### Gate families picked out, run 1

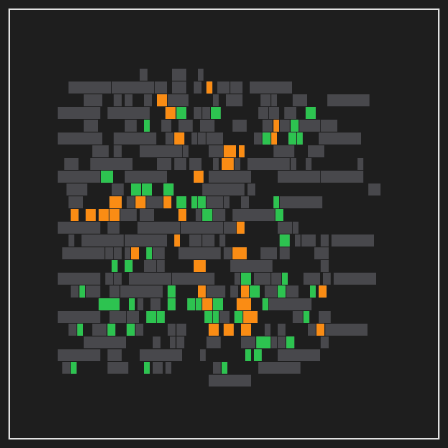
### Routed metal, one colour a layer, run 1

Bar = 20 µm. Two of the layers only.
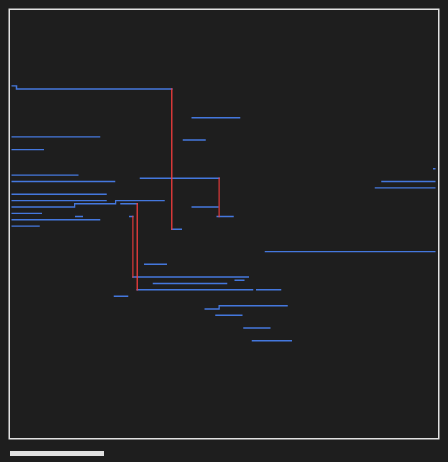
### Cells coloured by class, run 1

Bar = 20 µm.
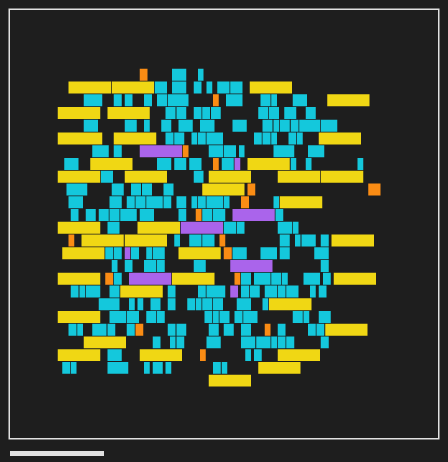
### Sequential cells coloured by netlist name, run 1

Bar = 20 µm. Other sequential cells in the stronger grey, the rest of the logic in the fainter grey.
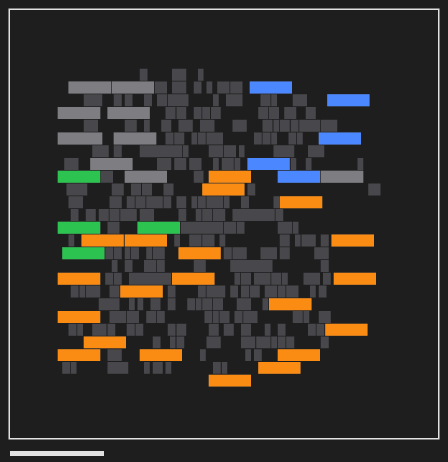
[src/rtl/corebootstrap_boot_sequencer.sv]
// Boot sequencer: resets and starts the SPI reader, watches copy progress with a stall
// watchdog, qualifies the checksum, retries failed copies, then releases or fails the CPU.
module corebootstrap_boot_sequencer #(
  parameter bit CKSUM_EN       = 1'b0,
  parameter int MAX_RETRIES    = 2,
  parameter int TIMEOUT_CYCLES = 1000000,
  parameter int RDR_RST_CYCLES = 4,
  parameter int CPU_RST_HOLD   = 16
) (
  input  logic       HCLK,
  input  logic       HRESET,
  input  logic       SW_DEBUG_MODE,
  input  logic       rd_data_avail,
  input  logic       rd_all_done,
  input  logic       cksum_done,
  input  logic       CKSUM_ERR,
  output logic       rdr_reset,
  output logic       cpu_reset_n,
  output logic       boot_done,
  output logic       boot_fail,
  output logic [3:0] retry_cnt,
  output logic [2:0] seq_state
);

  localparam int RW = $clog2(RDR_RST_CYCLES + 1);
  localparam int HW = $clog2(CPU_RST_HOLD + 1);
  localparam int WW = $clog2(TIMEOUT_CYCLES + 1);

  localparam logic [RW-1:0] RST_LAST   = RW'(RDR_RST_CYCLES - 1);
  localparam logic [HW-1:0] HOLD_LAST  = HW'(CPU_RST_HOLD - 1);
  localparam logic [WW-1:0] WDOG_LAST  = WW'(TIMEOUT_CYCLES - 1);
  localparam logic [3:0]    RETRY_MAX  = 4'(MAX_RETRIES);

  typedef enum logic [2:0] {
    S_IDLE    = 3'd0,
    S_RDR_RST = 3'd1,
    S_COPY    = 3'd2,
    S_CHECK   = 3'd3,
    S_HOLD    = 3'd4,
    S_DONE    = 3'd5,
    S_FAIL    = 3'd6
  } state_t;

  state_t          state, state_nx;
  logic [RW-1:0]   rst_cnt, rst_cnt_nx;
  logic [HW-1:0]   hold_cnt, hold_cnt_nx;
  logic [WW-1:0]   wdog, wdog_nx;
  logic [3:0]      retry_nx;
  logic            err;

  assign seq_state = state;

  always_comb begin
    state_nx    = state;
    rst_cnt_nx  = rst_cnt;
    hold_cnt_nx = hold_cnt;
    wdog_nx     = wdog;
    retry_nx    = retry_cnt;
    err         = 1'b0;
    case (state)
      S_IDLE: begin
        if (SW_DEBUG_MODE) begin
          state_nx    = S_HOLD;
          hold_cnt_nx = '0;
        end else begin
          state_nx   = S_RDR_RST;
          rst_cnt_nx = '0;
        end
      end
      S_RDR_RST: begin
        if (rst_cnt == RST_LAST) begin
          state_nx = S_COPY;
          wdog_nx  = '0;
        end else begin
          rst_cnt_nx = rst_cnt + RW'(1);
        end
      end
      S_COPY: begin
        wdog_nx = rd_data_avail ? '0 : wdog + WW'(1);
        // Completion beats a watchdog expiry landing in the same cycle.
        if (rd_all_done) begin
          wdog_nx = '0;
          if (CKSUM_EN) begin
            state_nx = S_CHECK;
          end else begin
            state_nx    = S_HOLD;
            hold_cnt_nx = '0;
          end
        end else if (!rd_data_avail && wdog == WDOG_LAST) begin
          err = 1'b1;
        end
      end
      S_CHECK: begin
        wdog_nx = wdog + WW'(1);
        if (cksum_done) begin
          if (CKSUM_ERR) begin
            err = 1'b1;
          end else begin
            state_nx    = S_HOLD;
            hold_cnt_nx = '0;
          end
        end else if (wdog == WDOG_LAST) begin
          err = 1'b1;
        end
      end
      S_HOLD: begin
        if (hold_cnt == HOLD_LAST) begin
          state_nx = S_DONE;
        end else begin
          hold_cnt_nx = hold_cnt + HW'(1);
        end
      end
      S_DONE, S_FAIL: ;
      default: state_nx = S_IDLE;
    endcase

    // Error path: retry while budget remains; retry_cnt only moves below the cap, so it cannot wrap.
    if (err) begin
      if (retry_cnt < RETRY_MAX) begin
        retry_nx   = retry_cnt + 4'd1;
        state_nx   = S_RDR_RST;
        rst_cnt_nx = '0;
      end else begin
        state_nx = S_FAIL;
      end
    end
  end

  always_ff @(posedge HCLK or posedge HRESET) begin
    if (HRESET) begin
      state    <= S_IDLE;
      rst_cnt  <= '0;
      hold_cnt <= '0;
      wdog     <= '0;
    end else begin
      state    <= state_nx;
      rst_cnt  <= rst_cnt_nx;
      hold_cnt <= hold_cnt_nx;
      wdog     <= wdog_nx;
    end
  end

  // Outputs are registered from the next state so they change on the edge that enters each state.
  always_ff @(posedge HCLK or posedge HRESET) begin
    if (HRESET) begin
      rdr_reset   <= 1'b1;
      cpu_reset_n <= 1'b0;
      boot_done   <= 1'b0;
      boot_fail   <= 1'b0;
      retry_cnt   <= 4'd0;
    end else begin
      rdr_reset   <= !(state_nx == S_COPY || state_nx == S_CHECK);
      cpu_reset_n <= (state_nx == S_DONE);
      boot_done   <= (state_nx == S_DONE);
      boot_fail   <= (state_nx == S_FAIL);
      retry_cnt   <= retry_nx;
    end
  end

endmodule

[config.mk]
export PLATFORM = sky130hd
export DESIGN_NAME = corebootstrap_boot_sequencer
export DESIGN_NICKNAME = d
export VERILOG_FILES = /design/src/rtl/corebootstrap_boot_sequencer.sv
export SDC_FILE = /design/constraint.sdc
export NUM_CORES = 1
export LEC_CHECK = 0
export CAP_MARGIN = 20
export CORE_MARGIN = 10
export CORE_UTILIZATION = 45
export CTS_BUF_LIST = sky130_fd_sc_hd__clkbuf_16
export CTS_CLUSTER_SIZE = 24
export DETAILED_ROUTE_END_ITERATION = 12
export DONT_BUFFER_PORTS = 1
export GPL_TIMING_DRIVEN = 0
export PLACE_DENSITY_LB_ADDON = 0.15
export SYNTH_ARGS = -nofsm -noshare
export SYNTH_HDL_FRONTEND = slang
export SYNTH_SLANG_ARGS = --single-unit
[constraint.sdc]
create_clock -name HCLK -period 3.97 [get_ports HCLK]
set_input_delay 0.397 -clock HCLK [delete_from_list [all_inputs] [get_ports HCLK]]
set_output_delay 0.397 -clock HCLK [all_outputs]
set_load 0.01 [all_outputs]
==> flow_summary.toml, run 1 <==
# physical design summary
[layout]
syn2layout_area_growth_pct = 9.67
drive_gt1_share_pct = 10.3
final_cells = 328
fin_util_pct = 52.1
diodes = 0

[worst_setup_path]
arrival_ps = 2300
max_stage_delay_ps = 620
cpMaxStageDelayCell = "o21ai_0"
cp_num_cells = 6
path_max_fanout = 6
r2r_cells = 6
critPathBufInv = 1
worstPathCellList = "ha_1, and3_2, buf_2, o2111ai_1, o21ai_0, a22oi_1"
critPathCaptureType = "flop"
worstPathRequired_ps = 4070
critPathKind = "reg2reg"
crit_family = "AND-OR/OR-AND gates"

[sta]
max_slew_margin_pct = 36.7
worst-slew-pin-transition_ps = 942
period_needed_ps = 2190
tns_ps = 0
skew_ps = 4.73
rsz0062_at_grt = "false"
hold_violations = 0
timing.fmax_mhz = 456
final-setup-viol-count = 0

[detailed_routing]
via_per_inst = 5.92
wl_mm = 5.38
drt-pass1-iter-count = 4
first_iter_violations = 147

[global_route]
grt_pass1_vias = 1779
overflow = 0
grt.total_usage_pct = 12.8
antenna_found_initial = 0
grt_pass1_wl_mm = 8.97

[logic_synthesis]
topCellsByArea = "dfrtp_1 40%, o21ai_0 4.6%, nand3_1 3.7%"
synth_flops = 38
async_flop_share_pct = 100
ys_cells = 253
yosysTopAreaCell = "dfrtp_1"
ys_warn_count = 0
ys.flop_type = "dfrtp_1"
synth_cell_types = 60
avgSynthCellArea_um2 = 9.05
syn-instance-count = 253
syn_nets = 265
ys_chip_area_um2 = 2290

[run]
drv_cap = 0

[clock_tree]
cts_tree = "yes"
cts.htree.levels = 2
insertion_delay_ps = 280
postCtsHoldBufs = 0
post-cts-setup-buffer-count = 0
path_clk_slew_ps = 60
root_buffer = "clkbuf_16"
cts.sinks = 38

[floorplanning]
io-pin-count = 18
die_h_um = 91.3
fp.dieW_um = 91.3
die-area_um2 = 8340
fp-utilization_pct = 47.5

[outcome]
outcome = "complete, no violations"

[power]
intPower_mw = 0.736
p_clk_share_pct = 36.2
p_sw_share_pct = 29.2
p_seq_share_pct = 44.3
p_per_area_nw_per_um2 = 414
net-switching-power_mw = 0.303
power_mw = 1.04

[hold_path]
min_path_type = "in2async"

[placed_design]
dp_hpwl_mm = 3.82
port_buffers = 0
placed_cells = 320
Back to the opening pictures, 'Gate families picked out':
Key: NOR gates = orange [cells 33, most used nor3_1]; NAND gates = green [cells 52, most used nand2_1]

Back to the opening pictures, 'Routed metal, one colour a layer':
Key: met3 = blue [wire length 425 µm]; met4 = red [wire length 69.4 µm]

Back to the opening pictures, 'Cells coloured by class':
Key: other buffers and delay cells = orange [cells 16, share of their area 2.9%]; flip-flops = yellow [cells 38, share of their area 39%]; all other logic = cyan [cells 199, share of their area 52%]; clock drivers and dummy loads = purple [cells 8, share of their area 5.7%]

Back to the opening pictures, 'Sequential cells coloured by netlist name':
Key: retry_cnt = green [placed flops 4, where middle left]; wdog = orange [placed flops 20]; hold_cnt = blue [placed flops 5]

==> run 1: metal layers <==
metal / up-vias / GRT usage (%) / wire length [µm] / part of all wire [%]
li1: 955 / - / - / -
met1: 928 / 17.3 / 2680 / 50
met2: 50 / 17.8 / 2210 / 41
met3: 8 / 5.35 / 424 / 7.9
met4: 0 / 3.92 / 69 / 1.3
met5: - / 0 / 0 / 0
==> run 1: per-stage QoR <==
| step | setup WS, ps | hold slack, ps | cell area (µm²) |
|---|---|---|---|
| 3_5_place_dp | 1800 | 483 | 2370 |
| 3_3_place_gp | 1820 | 493 | 2370 |
| 6_report | 1780 | 154 | 2510 |
| 5_1_grt | 1620 | 216 | 2510 |
| 4_1_cts | 1780 | 190 | 2510 |
| 2_1_floorplan | 2050 | 478 | 2290 |
==> run 1: cells in the final DEF, fill, tap and decap left out, drive strengths merged, types with 6 or more instances in the layout <==
| cell type | count |
|---|---|
| nand2b | 6 |
| inv | 14 |
| dfrtp | 37 |
| nor3 | 9 |
| nor2b | 6 |
| nand2 | 19 |
| nor4 | 6 |
| clkbuf | 16 |
| nand4 | 8 |
| o21ai | 21 |
| nand3 | 17 |
| a21oi | 8 |
==> run 1: power by group through the flow <==
stage / logic [mW] / registers (mW) / clock network, mW
after floorplan: 0.165 / 0.457 / 0
after global placement: 0.202 / 0.466 / 0
after detailed placement: 0.202 / 0.467 / 0
after CTS: 0.204 / 0.460 / 0.383
after global routing: 0.231 / 0.466 / 0.402
final: 0.203 / 0.460 / 0.376
==> run 1: registers in the layout (all words and copies together), names as in the netlist <==
| signal | count |
|---|---|
| boot_done | 1 |
| boot_fail | 1 |
| hold_cnt | 5 |
| rdr_reset | 1 |
| retry_cnt | 4 |
| rst_cnt | 3 |
| seq_state | 3 |
| wdog | 20 |
==> run 1: path summary, 6_finish.rpt <==
kind / startpoint / end / slack, ps
max reg2reg: wdog[0] / rst_cnt[0] / 1780
min: HRESET / wdog[16] / 150
max in group asynchronous: HRESET / rst_cnt[1] / 3300
max: wdog[0] / rst_cnt[0] / 1780
min reg2reg: hold_cnt[0] / hold_cnt[0] / 510
min in group HCLK: hold_cnt[0] / hold_cnt[0] / 510
==> run 1: cell families (layout without fill, tap and decap cells) <==
family,Yosys count,after routing,synth area share [%]
AND/OR/NAND/NOR,107,107,27.6
AND-OR/OR-AND,65,65,19.0
adder cells (fa/ha/maj),5,5,2.73
XOR/XNOR,3,3,1.15
buffers and inverters,29,37,5.25
flip-flops,38,38,41.6
multiplexers,6,6,2.68
==> run 1: area by class of cell <==
| cell class | instances | area [µm²] |
|---|---|---|
| clock buffer | 5 | 125 |
| tap | 67 | 83.8 |
| buffer | 16 | 71.3 |
| clock inverter | 3 | 12.5 |
| sequential | 38 | 952 |
| multi-input combinational | 186 | 1220 |
| fill | 489 | 2310 |
| inverter | 13 | 48.8 |
==> run 1: worst register-to-register path: stages (launching register included) <==
cell and delay [ps]:
dfrtp_1 430, ha_1 250, and3_2 190, buf_2 150, o2111ai_1 180, o21ai_0 620, a22oi_1 190
--- run 2 (diff from run 1) ---
==> constraint.sdc (replaced) <==
create_clock -name HCLK -period 2.2 [get_ports HCLK]
set_input_delay 0.22 -clock HCLK [delete_from_list [all_inputs] [get_ports HCLK]]
set_output_delay 0.22 -clock HCLK [all_outputs]
set_load 0.01 [all_outputs]
### Sequential cells coloured by netlist name, run 2

Bar = 20 µm. Other sequential cells in the stronger grey, the rest of the logic in the fainter grey.
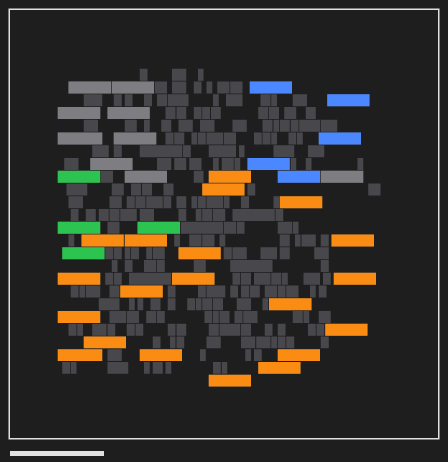
Key: hold_cnt = blue [placed flops 5]; retry_cnt = green [placed flops 4, where middle left]; wdog = orange [placed flops 20]
Another 9 sequential cells are not coloured.

==> flow_summary.toml, run 2 <==
# physical design summary
[outcome]
outcome = "finished with violations"
failed_checks = "negative hold slack"

[run]
drv_cap = 0

[floorplanning]
die-area_um2 = 8340
fp.dieW_um = 91.3
fp-utilization_pct = 47.5
die_h_um = 91.3

[detailed_routing]
first_iter_violations = 148
via_per_inst = 5.90
drt-pass1-iter-count = 4

[clock_tree]
path_clk_slew_ps = 60
cts.sinks = 38
insertion_delay_ps = 280
post-cts-setup-buffer-count = 0
root_buffer = "clkbuf_16"
cts_tree = "yes"
cts.htree.levels = 2
postCtsHoldBufs = 0

[placed_design]
pre_cts_ws_ps = 29.8
placed_cell_area_um2 = 2370
placed_cells = 320

[worst_setup_path]
arrival_ps = 2220
critPathKind = "reg2reg"
worstPathRequired_ps = 2350
critPathCaptureType = "flop"
path_max_fanout = 5

[layout]
fin_area_um2 = 2530
reg_top3 = "wdog x20, hold_cnt x5, retry_cnt x4"
regMostFlops = "wdog"
diodes = 0
most-common-layout-cells = "36 x dfrtp_1, 20 x o21ai_0, 19 x nand2_1"
final_cells = 328
layout_top_cell = "dfrtp_1"
largest_reg_flops = 20
fillers = 480
fin_util_pct = 52.5

[logic_synthesis]
async_flop_share_pct = 100
ys_warn_count = 0
ys.flop_type = "dfrtp_1"
ys_chip_area_um2 = 2290
syn_nets = 265
avgSynthCellArea_um2 = 9.05
ys_cells = 253
synth_flops = 38
yosysTopAreaCell = "dfrtp_1"
topCellsByArea = "dfrtp_1 40%, o21ai_0 4.6%, nand3_1 3.7%"

[sta]
hold_ws_ps = -25.1
skew_ps = 5.65
timing.fmax_mhz = 483
rsz0062_at_grt = "false"
hold_violations = 37
period_needed_ps = 2070
max_slew_margin_pct = 36.5
final-setup-viol-count = 0
fin_ws_ps = 128
tns_ps = 0

[power]
p_sw_share_pct = 29.2
p_seq_share_pct = 44.2
intPower_mw = 1.33

[global_route]
grt_pass1_vias = 1779
overflow = 0
grt_pass1_wl_mm = 8.97
antenna_found_initial = 0

[hold_path]
min_path_type = "in2async"
### Routed metal, one colour a layer, run 2

Bar = 20 µm. Two of the layers only.
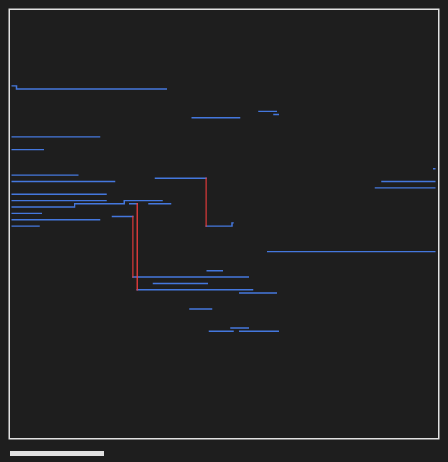
Key: met4 = red [wire length 41.5 µm]; met3 = blue [wire length 394 µm]
gr usage total: 12.8%
routed vias: 1,934
drt wl/cell: 16.4 µm
final wirelength: 5.37 mm

[run 2: cell types whose count changed in the layout (fill, tap and decap cells not counted)]
cell	before	now
a32oi_1	1	0
a32oi_2	0	1
clkbuf_1	9	6
clkbuf_2	2	5
dfrtp_1	37	36
dfrtp_2	0	1
nor4_1	6	5
nor4_2	0	1
o21ai_0	21	20
o21ai_1	0	1
[run 2: worst paths after layout]
check                              startpoint           end  depth (start not counted)
worst min-delay path                   HRESET      wdog[16]                          1
worst min register to register    hold_cnt[0]   hold_cnt[0]                          1
worst max register to register        wdog[1]  retry_cnt[0]                          6
worst max-delay path                  wdog[1]  retry_cnt[0]                          6
max in group asynchronous              HRESET       wdog[0]                          1
min in group HCLK               SW_DEBUG_MODE    rst_cnt[0]                          4
[run 2: power groups by stage]
stage | Combinational, mW | Sequential, mW | Clock, mW
after floorplan | 0.297 | 0.825 | 0
after global placement | 0.364 | 0.842 | 0
after detailed placement | 0.364 | 0.843 | 0
after CTS | 0.367 | 0.830 | 0.691
after global routing | 0.422 | 0.841 | 0.725
final | 0.370 | 0.830 | 0.678
[run 2: worst max-delay path, stage by stage, from the launching register on]
cell	delay, ps
dfrtp_1	410
ha_1	240
and3_2	190
buf_2	150
o2111ai_1	180
o211a_1	260
or4_1	510
[run 2: logic make-up after synthesis]
kind of cell             Yosys count  synth area share (%)
flip-flops                        38                  41.6
AND/OR/NAND/NOR                  107                  27.6
XOR/XNOR                           3                  1.15
multiplexers                       6                  2.68
adder cells (fa/ha/maj)            5                  2.73
AND-OR/OR-AND                     65                  19.0
buffers and inverters             29                  5.25
[run 2: cell type report]
cell class | count | area [µm²] | share of cell area [%]
multi-input cells | 186 | 1230 | 48.7
clock inverters | 3 | 12.5 | 0.495
well taps | 67 | 83.8 | 3.31
clock buffers | 5 | 125 | 4.95
flip-flops and latches | 38 | 953 | 37.7
inverters | 13 | 48.8 | 1.93
plain buffers | 16 | 75.1 | 2.97
[run 2: metal layers]
metal  track usage [%]  up-vias  routed length (µm)
li1                  -      960                   -
met1              17.3      922                2650
met2              17.8       46                2280
met3              5.35        6                 394
met4              3.92        0                  41
met5                 0        -                   0
Power figures rest on the tool's default switching activity, not on a simulated workload.
